<file path="config.mk">
export PLATFORM = sky130hd
export DESIGN_NAME = display_scan_ctrl_flat
export DESIGN_NICKNAME = d
export VERILOG_FILES = /design/src/rtl/display_scan_if.sv /design/src/rtl/display_scan_ctrl.sv /design/src/flat_wrapper.sv
export SDC_FILE = /design/constraint.sdc
export NUM_CORES = 1
export LEC_CHECK = 0
export CAP_MARGIN = 20
export CELL_PAD_IN_SITES_DETAIL_PLACEMENT = 1
export CELL_PAD_IN_SITES_GLOBAL_PLACEMENT = 1
export CORE_MARGIN = 10
export CORE_UTILIZATION = 41
export DETAILED_ROUTE_END_ITERATION = 10
export PLACE_DENSITY = 0.83
export REMOVE_ABC_BUFFERS = 1
export SLEW_MARGIN = 20
export SYNTH_ARGS = -nofsm -noshare
export SYNTH_HDL_FRONTEND = slang
export SYNTH_SLANG_ARGS = --single-unit
</file>
<file path="constraint.sdc">
create_clock -name clk -period 6.6 [get_ports clk]
set_input_delay 1.32 -clock clk [delete_from_list [all_inputs] [get_ports clk]]
set_output_delay 1.32 -clock clk [all_outputs]
set_load 0.05 [all_outputs]
</file>
<file path="src/rtl/display_scan_if.sv">
// Bus between the display scan controller and the rest of the board.
// slave: the scan controller. master: whoever supplies display data and
// consumes the anode select and segment data.
interface display_scan_if;
  logic        enable;
  logic [31:0] digits;
  logic [7:0]  dp_mask;
  logic [7:0]  digit_en;
  logic [2:0]  sel;
  logic [3:0]  nibble;
  logic        dp;
  logic        blank;
  logic        frame_tick;

  modport slave (
    input  enable, digits, dp_mask, digit_en,
    output sel, nibble, dp, blank, frame_tick
  );

  modport master (
    output enable, digits, dp_mask, digit_en,
    input  sel, nibble, dp, blank, frame_tick
  );
endinterface

</file>
<file path="src/rtl/display_scan_ctrl.sv">
// Time-multiplexed scan controller for an 8-digit seven-segment display.
// Each digit slot is DIV cycles long: BLANK_CYCLES of guard (anodes off),
// then the digit is shown. Display data is snapshotted once per frame so a
// frame never mixes old and new digits.
module display_scan_ctrl #(
  parameter int DIV          = 100000,
  parameter int BLANK_CYCLES = 1000
) (
  input  logic           clk,
  input  logic           rst,
  display_scan_if.slave  bus
);

  localparam int CNT_W = $clog2(DIV);

  localparam logic [1:0] IDLE  = 2'd0;
  localparam logic [1:0] GUARD = 2'd1;
  localparam logic [1:0] SHOW  = 2'd2;

  localparam logic [CNT_W-1:0] GUARD_LAST = CNT_W'(BLANK_CYCLES - 1);
  localparam logic [CNT_W-1:0] SLOT_LAST  = CNT_W'(DIV - 1);

  logic [1:0]       state;
  logic [CNT_W-1:0] cnt;
  logic [2:0]       sel;
  logic             frame_tick;
  logic [31:0]      snap_digits;
  logic [7:0]       snap_dp;
  logic [7:0]       snap_en;

  // Scan sequencing, slot counting and per-frame snapshot of display data.
  // Dropping enable wins over every other transition.
  always_ff @(posedge clk or posedge rst) begin
    if (rst) begin
      state       <= IDLE;
      cnt         <= '0;
      sel         <= '0;
      frame_tick  <= 1'b0;
      snap_digits <= '0;
      snap_dp     <= '0;
      snap_en     <= '0;
    end else begin
      frame_tick <= 1'b0;
      if (!bus.enable) begin
        state <= IDLE;
        cnt   <= '0;
        sel   <= '0;
      end else begin
        case (state)
          IDLE: begin
            // Start of scanning: no frame_tick on this first frame.
            state       <= GUARD;
            cnt         <= '0;
            sel         <= '0;
            snap_digits <= bus.digits;
            snap_dp     <= bus.dp_mask;
            snap_en     <= bus.digit_en;
          end
          GUARD: begin
            cnt <= cnt + 1'b1;
            if (cnt == GUARD_LAST) begin
              state <= SHOW;
            end
          end
          SHOW: begin
            if (cnt == SLOT_LAST) begin
              state <= GUARD;
              cnt   <= '0;
              sel   <= sel + 3'd1;
              if (sel == 3'd7) begin
                // Frame boundary: take a fresh snapshot for the new frame.
                frame_tick  <= 1'b1;
                snap_digits <= bus.digits;
                snap_dp     <= bus.dp_mask;
                snap_en     <= bus.digit_en;
              end
            end else begin
              cnt <= cnt + 1'b1;
            end
          end
          default: begin
            state <= IDLE;
            cnt   <= '0;
            sel   <= '0;
          end
        endcase
      end
    end
  end

  // Outputs are registers or register-indexed muxes of the snapshot, so they
  // never follow the live digit inputs and stay glitch-free.
  assign bus.sel        = sel;
  assign bus.nibble     = snap_digits[{sel, 2'b00} +: 4];
  assign bus.dp         = snap_dp[sel];
  assign bus.blank      = (state != SHOW) || !snap_en[sel];
  assign bus.frame_tick = frame_tick;

endmodule

</file>
<file path="src/flat_wrapper.sv">
// flat-port wrapper written by rule: the top's interface ports become plain ports
module display_scan_ctrl_flat 
#(
  parameter int DIV          = 100000,
  parameter int BLANK_CYCLES = 1000
)
  (clk, rst, bus_enable, bus_digits, bus_dp_mask, bus_digit_en, bus_sel, bus_nibble, bus_dp, bus_blank, bus_frame_tick);
  display_scan_if bus_i ();
  input  logic clk;
  input  logic rst;
  input wire logic [$bits(bus_i.enable)-1:0] bus_enable;
  input wire logic [$bits(bus_i.digits)-1:0] bus_digits;
  input wire logic [$bits(bus_i.dp_mask)-1:0] bus_dp_mask;
  input wire logic [$bits(bus_i.digit_en)-1:0] bus_digit_en;
  output wire logic [$bits(bus_i.sel)-1:0] bus_sel;
  output wire logic [$bits(bus_i.nibble)-1:0] bus_nibble;
  output wire logic [$bits(bus_i.dp)-1:0] bus_dp;
  output wire logic [$bits(bus_i.blank)-1:0] bus_blank;
  output wire logic [$bits(bus_i.frame_tick)-1:0] bus_frame_tick;
  assign bus_i.enable = bus_enable;
  assign bus_i.digits = bus_digits;
  assign bus_i.dp_mask = bus_dp_mask;
  assign bus_i.digit_en = bus_digit_en;
  assign bus_sel = bus_i.sel;
  assign bus_nibble = bus_i.nibble;
  assign bus_dp = bus_i.dp;
  assign bus_blank = bus_i.blank;
  assign bus_frame_tick = bus_i.frame_tick;
  display_scan_ctrl #(.DIV(DIV), .BLANK_CYCLES(BLANK_CYCLES)) u_core (.clk(clk), .rst(rst), .bus(bus_i));
endmodule
</file>
### Met1 routing

Supply wires on this layer in gray.
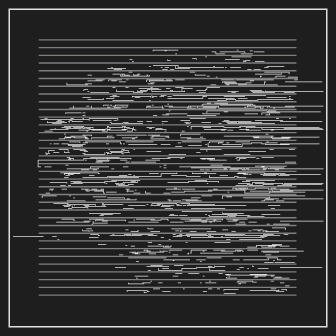
- main direction: horizontal
- nets with wire on the layer: 334
- wire length on this layer: 3440 um
- longest straight run: 32.7 um
- share of all routed wire: 43%

### The metal 2 layer

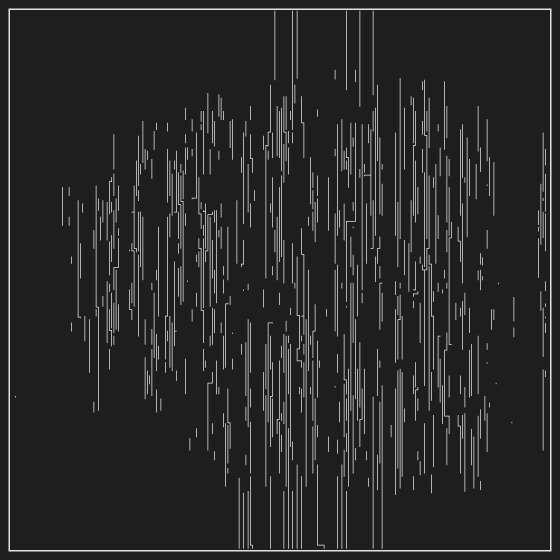
- main direction: vertical
- wire length on this layer: 3950 um
- nets with wire on the layer: 334
- share of all routed wire: 50%

### Metal 3

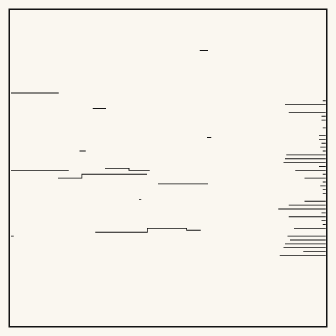
- nets with wire on the layer: 41
- main direction: horizontal

### Wiring heat map

The bar under the picture is 20 um long. The die is cut into 22 by 22 equal tiles; dark purple is low, yellow is high, scaled to the fullest tile. Values are wire area over tile area, all layers added.
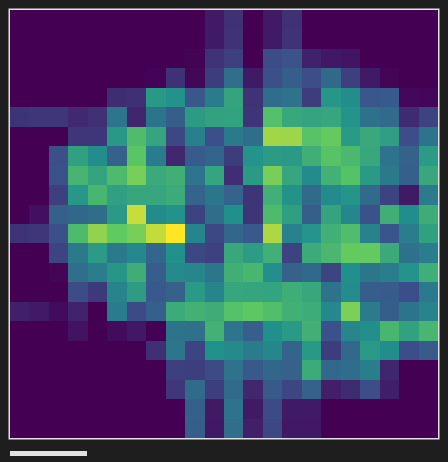
- nearly empty tiles: 31%
- fullest tile: 0.36
- emptiest ninth of the die: bottom left

==> flow_metrics.tcl <==
# implementation run metrics
set metrics [dict create \
    status "complete, no violations" \
    num_rows 33 \
    ys_chip_area_mm2 0.003406 \
    synth_flops 71 \
    highest_layer "met4" \
    dp_slack_ns 2.602 \
    fin_util_pct 52.53 \
    drv_slew 0 \
    drtAntennaViolNets 0 \
    grt_util_all_layers_pct 13.17 \
    holdBufCountCts 0 \
    nFlopsAndLatches 71 \
    logic_area_mm2 0.001528 \
    first_pass_iters 4 \
    grt_max_degree 72 \
    reg2reg_to "u_core.snap_digits[20]" \
    drt_wl_total_mm 7.907 \
    nClkBuffers 10 \
    slowest_delay_ns 0.91 \
    r2r_slack_ns 3.86 \
    max_freq_ghz 0.2315 \
    rsz0062_at_grt "false" \
    cts_tree "built" \
    design_area_mm2 0.004273 \
    mostFrequentLayoutCells "dfrtp_1, clkdlybuf4s50_1, mux2_2" \
    p_comb_share_pct 19.0 \
    setup_viol_count_final 0 \
    n_all_buffers 62 \
    synth-async-reset-ratio_pct 100.0 \
    yosys.stat.seqShare_pct 52.17 \
    hold_slack_ns 0.4899 \
    ys_sh_aoi_pct 2.021 \
]
